Fig. 1: routing congestion
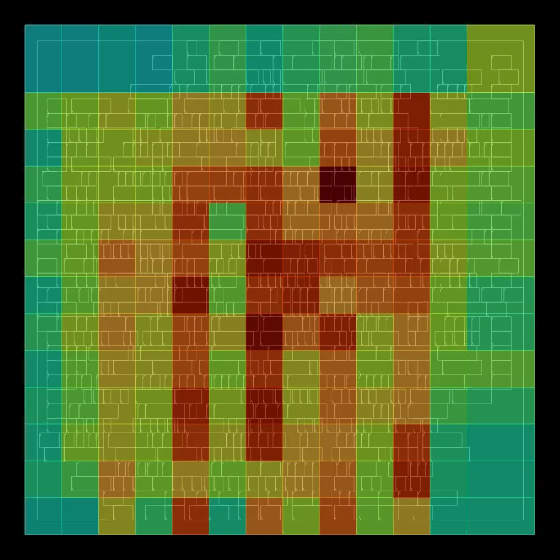
Fig. 2: clock wires, drivers and flops
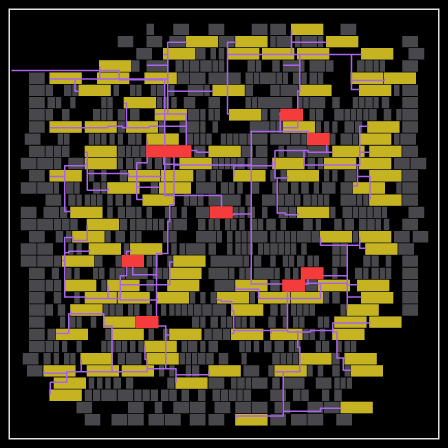
Fig. 3: logic cells by family
Bar = 20 um.
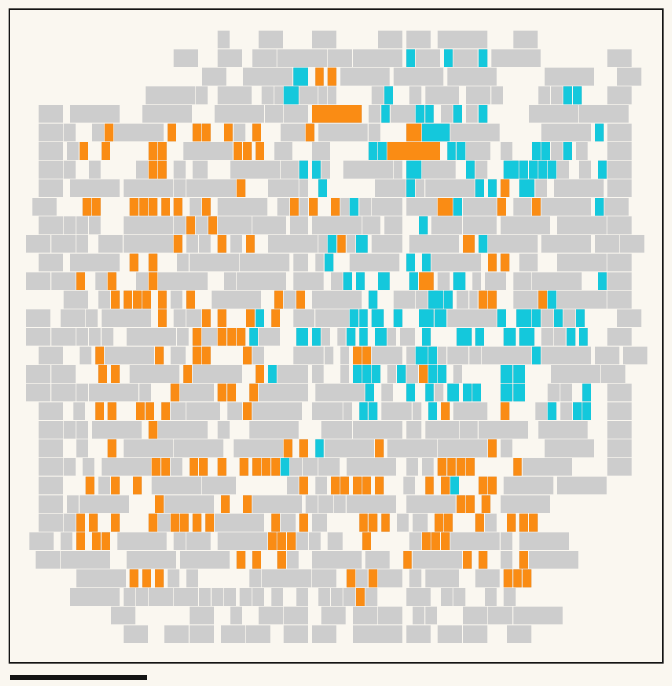
File: src/rtl/cpa_row_resolver_pkg.sv
// cpa_pkg: shared FSM state type and chunk-count / index-width helpers for cpa_row_resolver
package cpa_pkg;
  typedef enum logic [1:0] {IDLE, ADD, DONE} state_t;
  function automatic int num_chunks(input int width, input int chunk);
    return width / chunk;
  endfunction
  function automatic int idx_width(input int n);
    return n <= 1 ? 1 : $clog2(n);
  endfunction
endpackage

File: src/rtl/cpa_row_resolver_if.sv
// cpa_row_resolver_if: in_valid/in_ready/in_sum/in_carry request side and out_valid/out_ready/out_result/out_cout response side
interface cpa_row_resolver_if #(parameter int WIDTH = 32);
  logic in_valid;
  logic in_ready;
  logic [WIDTH-1:0] in_sum;
  logic [WIDTH-1:0] in_carry;
  logic out_valid;
  logic out_ready;
  logic [WIDTH-1:0] out_result;
  logic out_cout;
  modport master (output in_valid, in_sum, in_carry, out_ready, input in_ready, out_valid, out_result, out_cout);
  modport slave (input in_valid, in_sum, in_carry, out_ready, output in_ready, out_valid, out_result, out_cout);
endinterface

File: src/rtl/cpa_row_resolver_chunk.sv
// cpa_chunk: combinational CHUNK-bit adder, ports a/b/cin in, s/cout out
module cpa_chunk #(parameter int CHUNK = 8) (
  input  logic [CHUNK-1:0] a,
  input  logic [CHUNK-1:0] b,
  input  logic             cin,
  output logic [CHUNK-1:0] s,
  output logic             cout
);
  assign {cout, s} = {1'b0, a} + {1'b0, b} + {{CHUNK{1'b0}}, cin};
endmodule

File: src/rtl/cpa_row_resolver.sv
// cpa_row_resolver: resolves sum/carry rows into WIDTH-bit result CHUNK bits per cycle; ports clk, rst, bus (slave)
module cpa_row_resolver
  import cpa_pkg::*;
#(
  parameter int WIDTH = 32,
  parameter int CHUNK = 8
) (
  input logic clk,
  input logic rst,
  cpa_row_resolver_if.slave bus
);
  localparam int N = num_chunks(WIDTH, CHUNK);
  localparam int IW = idx_width(N);
  if (WIDTH % CHUNK != 0) begin : g_bad_chunk
    $error("WIDTH must be a multiple of CHUNK");
  end
  state_t state, state_nx;
  logic [WIDTH-1:0] sum_q, carry_q, result_q;
  logic [IW-1:0] idx;
  logic c, cout_q, co, last;
  logic [CHUNK-1:0] s;
  assign last = idx == IW'(N - 1);
  cpa_chunk #(.CHUNK(CHUNK)) u_chunk (
    .a(sum_q[idx*CHUNK +: CHUNK]),
    .b(carry_q[idx*CHUNK +: CHUNK]),
    .cin(c),
    .s(s),
    .cout(co)
  );
  always_ff @(posedge clk) begin
    if (rst) begin
      state <= IDLE;
      sum_q <= '0;
      carry_q <= '0;
      result_q <= '0;
      idx <= '0;
      c <= 1'b0;
      cout_q <= 1'b0;
    end else begin
      state <= state_nx;
      if (state == IDLE && bus.in_valid) begin
        sum_q <= bus.in_sum;
        carry_q <= bus.in_carry;
        result_q <= '0;
        idx <= '0;
        c <= 1'b0;
      end else if (state == ADD) begin
        result_q[idx*CHUNK +: CHUNK] <= s;
        c <= co;
        idx <= last ? '0 : idx + 1'b1;
        if (last) cout_q <= co;
      end
    end
  end
  always_comb begin
    state_nx = state == IDLE ? (bus.in_valid ? ADD : IDLE)
             : state == ADD  ? (last ? DONE : ADD)
             : (bus.out_ready ? IDLE : DONE);
  end
  always_comb begin
    bus.in_ready = state == IDLE;
    bus.out_valid = state == DONE;
  end
  assign bus.out_result = result_q;
  assign bus.out_cout = cout_q;
endmodule
File: src/flat_wrapper.sv
// flat-port wrapper written by rule: the top's interface ports become plain ports
module cpa_row_resolver_flat import cpa_pkg::*;
#(
  parameter int WIDTH = 32,
  parameter int CHUNK = 8
)
  (clk, rst, bus_in_valid, bus_in_sum, bus_in_carry, bus_out_ready, bus_in_ready, bus_out_valid, bus_out_result, bus_out_cout);
  cpa_row_resolver_if #(.WIDTH(WIDTH)) bus_i ();
  input logic clk;
  input logic rst;
  input wire logic [$bits(bus_i.in_valid)-1:0] bus_in_valid;
  input wire logic [$bits(bus_i.in_sum)-1:0] bus_in_sum;
  input wire logic [$bits(bus_i.in_carry)-1:0] bus_in_carry;
  input wire logic [$bits(bus_i.out_ready)-1:0] bus_out_ready;
  output wire logic [$bits(bus_i.in_ready)-1:0] bus_in_ready;
  output wire logic [$bits(bus_i.out_valid)-1:0] bus_out_valid;
  output wire logic [$bits(bus_i.out_result)-1:0] bus_out_result;
  output wire logic [$bits(bus_i.out_cout)-1:0] bus_out_cout;
  assign bus_i.in_valid = bus_in_valid;
  assign bus_i.in_sum = bus_in_sum;
  assign bus_i.in_carry = bus_in_carry;
  assign bus_i.out_ready = bus_out_ready;
  assign bus_in_ready = bus_i.in_ready;
  assign bus_out_valid = bus_i.out_valid;
  assign bus_out_result = bus_i.out_result;
  assign bus_out_cout = bus_i.out_cout;
  cpa_row_resolver #(.WIDTH(WIDTH), .CHUNK(CHUNK)) u_core (.clk(clk), .rst(rst), .bus(bus_i));
endmodule
File: config.mk
export PLATFORM = sky130hd
export DESIGN_NAME = cpa_row_resolver_flat
export DESIGN_NICKNAME = d
export VERILOG_FILES = /design/src/rtl/cpa_row_resolver_pkg.sv /design/src/rtl/cpa_row_resolver_if.sv /design/src/rtl/cpa_row_resolver_chunk.sv /design/src/rtl/cpa_row_resolver.sv /design/src/flat_wrapper.sv
export SDC_FILE = /design/constraint.sdc
export NUM_CORES = 1
export LEC_CHECK = 0
export ABC_AREA = 1
export CORE_MARGIN = 2
export CORE_UTILIZATION = 54
export DETAILED_ROUTE_END_ITERATION = 10
export PLACE_DENSITY = 0.85
export SYNTH_ARGS = -nofsm -noshare
export SYNTH_HDL_FRONTEND = slang
export SYNTH_SLANG_ARGS = --single-unit
File: constraint.sdc
create_clock -name clk -period 5.4 [get_ports clk]
set_input_delay 1.35 -clock clk [delete_from_list [all_inputs] [get_ports clk]]
set_output_delay 1.35 -clock clk [all_outputs]
set_load 0.01 [all_outputs]
==> Table 3: Implementation characteristics <==
Physical design parameters

Parameter                              Value

Worst setup path
  Series of cell instances along the critical path    inv_1 > buf_4 > o21ai_0 > o22ai_1 > fa_1 > inv_1 > fa_1 > xnor2_1 > nand2_1 > nor2_1 > nand2_1 > a21oi_1
  Maximum fanout along the worst path    26
  Number of logic stages on the critical path including buffering    12
  Kind of end point of the critical path    register
  Kind of cell adding the most delay to the critical path    buffers and inverters
  Largest stage delay, worst path    570 ps
  Type of origin of the critical path    register
  Worst path buffer plus inverter count    3
  Number of cells on the worst reg-to-reg path    12
  Worst setup path start    u_core.idx[0]
  Required time at the endpoint of the critical path    5680 ps

Synth
  Number of standard cells reported by yosys    625
  Cell with the most instances after synthesis    sky130_fd_sc_hd__nor2_1
  Avg Synthesized Cell Area    7.22 um2
  Flops & latches, synth    102
  Xor-xnor portion of the synthesized cell area    0.00582
  Primary FF master, synth    sky130_fd_sc_hd__dfxtp_1
  Largest cells by area after synthesis    sky130_fd_sc_hd__dfxtp_1, sky130_fd_sc_hd__nor2_1, sky130_fd_sc_hd__o21ai_0
  Share of synthesized area spent on multiplexers    0
  Warnings, synthesis    0
  Dominant comb cell    simple AND/OR/NAND/NOR gates
  Post-Syn Instances    625
  Adders+Majority by Area    0.0449
  Cell Type Count    31
  Largest area contributor in the synthesized netlist    sky130_fd_sc_hd__dfxtp_1
  Basic Gates by Area    0.265
  Synth async-reset ratio    0
  Post-Syn Area    0.00452 mm2
  Chip Area, Yosys    0.00452 mm2

Run
  OpenROAD warning count    31

Clock tree
  Number of clock sinks    102
  Clock insertion delay at the later pin of the skew report    360 ps
  Clk pin slew, worst setup/hold paths    90 ps
  Number of buffers inserted during clock tree synthesis    9
  Maximum root-to-sink buffer count    2
  Number of cells upsized or downsized after cts    0
  Clock root buffer master    sky130_fd_sc_hd__clkbuf_8

Timing
  Least-Margin Pin Slew    1020 ps
  Worst setup skew after layout    11.7 ps
  Shortest period the worst path allows    3280 ps
  Unrepaired setup endpoints after global routing    no
  Final-report hold violation count    0
  Fin Setup TNS    0 ps

Power
  Power density over the cells    285 mW/mm2
  Net switching power of the design    476 uW
  Total clock network power    477 uW
  Clock power share    0.290
  Sequential Power    826 uW
  Int Power    1.17 mW
  Sw Share    0.290
  Power share of the sequential group    0.503
  Share of total power in combinational logic    0.207
  Top power group    registers

Placed design
  Placed cells    803
  Post-place setup slack    2180 ps
  Post-Place Cell Area    0.00556 mm2
  Post-DP HPWL    8.34 mm

Final layout
  Most used cells in the layout excluding fill and tap cells    sky130_fd_sc_hd__nor2_1, sky130_fd_sc_hd__clkdlybuf4s50_1, sky130_fd_sc_hd__dfxtp_1
  Final-layout non-clock buffer area share    0.184
  Antenna diode instance count    0
  Clock buffer instance count of the final layout    14
  Reg area    0.00204 mm2
  Combined area of the multi-input logic cells    0.00222 mm2

Die
  Die Ht    95.4 um
  FP Core Util    0.552
  Ports placed on the boundary    103
  Std-Cell Rows    33
  Die area    0.00911 mm2
  Number of well-tap cells placed    105

GRT
  Global-route wire length before repair    18.6 mm
  Via count of the first global-routing pass    4203
  Pin count of the biggest net entering global routing    67
  Grt met2 use    0.451

Outcome
  Status    complete, no violations

Detailed routing
  1st-iter DRT viols    289
  Detailed-route DRC error count    0
  Detailed-route vias per instance    5.50
  Met2 WL    5.55 mm
  Total length of routed wires    11.6 mm
  Met3 Routed Length    798 um
  Number of detailed-routing iterations run before antenna repair    5
  Number of antenna-violating nets in the routed design    0
  Detailed-routing wirelength on met1    4.83 mm
  Routed vias    4502

Min path
  Class of the worst hold path    reg2reg
  Worst Hold Endpoint    u_core.bus.out_result[10]
  Count of cells along the worst hold path    2
## Picture notes: Fig. 1
total routing resource utilization after global routing: 0.259
final design utilization: 0.705

## Picture notes: Fig. 2
Key: cells driving clock nets = red [count 9]; flip-flops = yellow [count 102]; clock wires = purple [length 1030 um]
There are 10 routed clock nets. Position of the flops: all over the die.

## Picture notes: Fig. 3
Key: NAND gates = cyan [cells 112, most used nand2_1]; NOR gates = orange [cells 180, most used nor2_1]
logic share of the area: 0.386
final cell count without fillers: 819
dominant logic cell type in the layout: sky130_fd_sc_hd__nor2_1

Power is estimated from default activity; no workload was simulated.
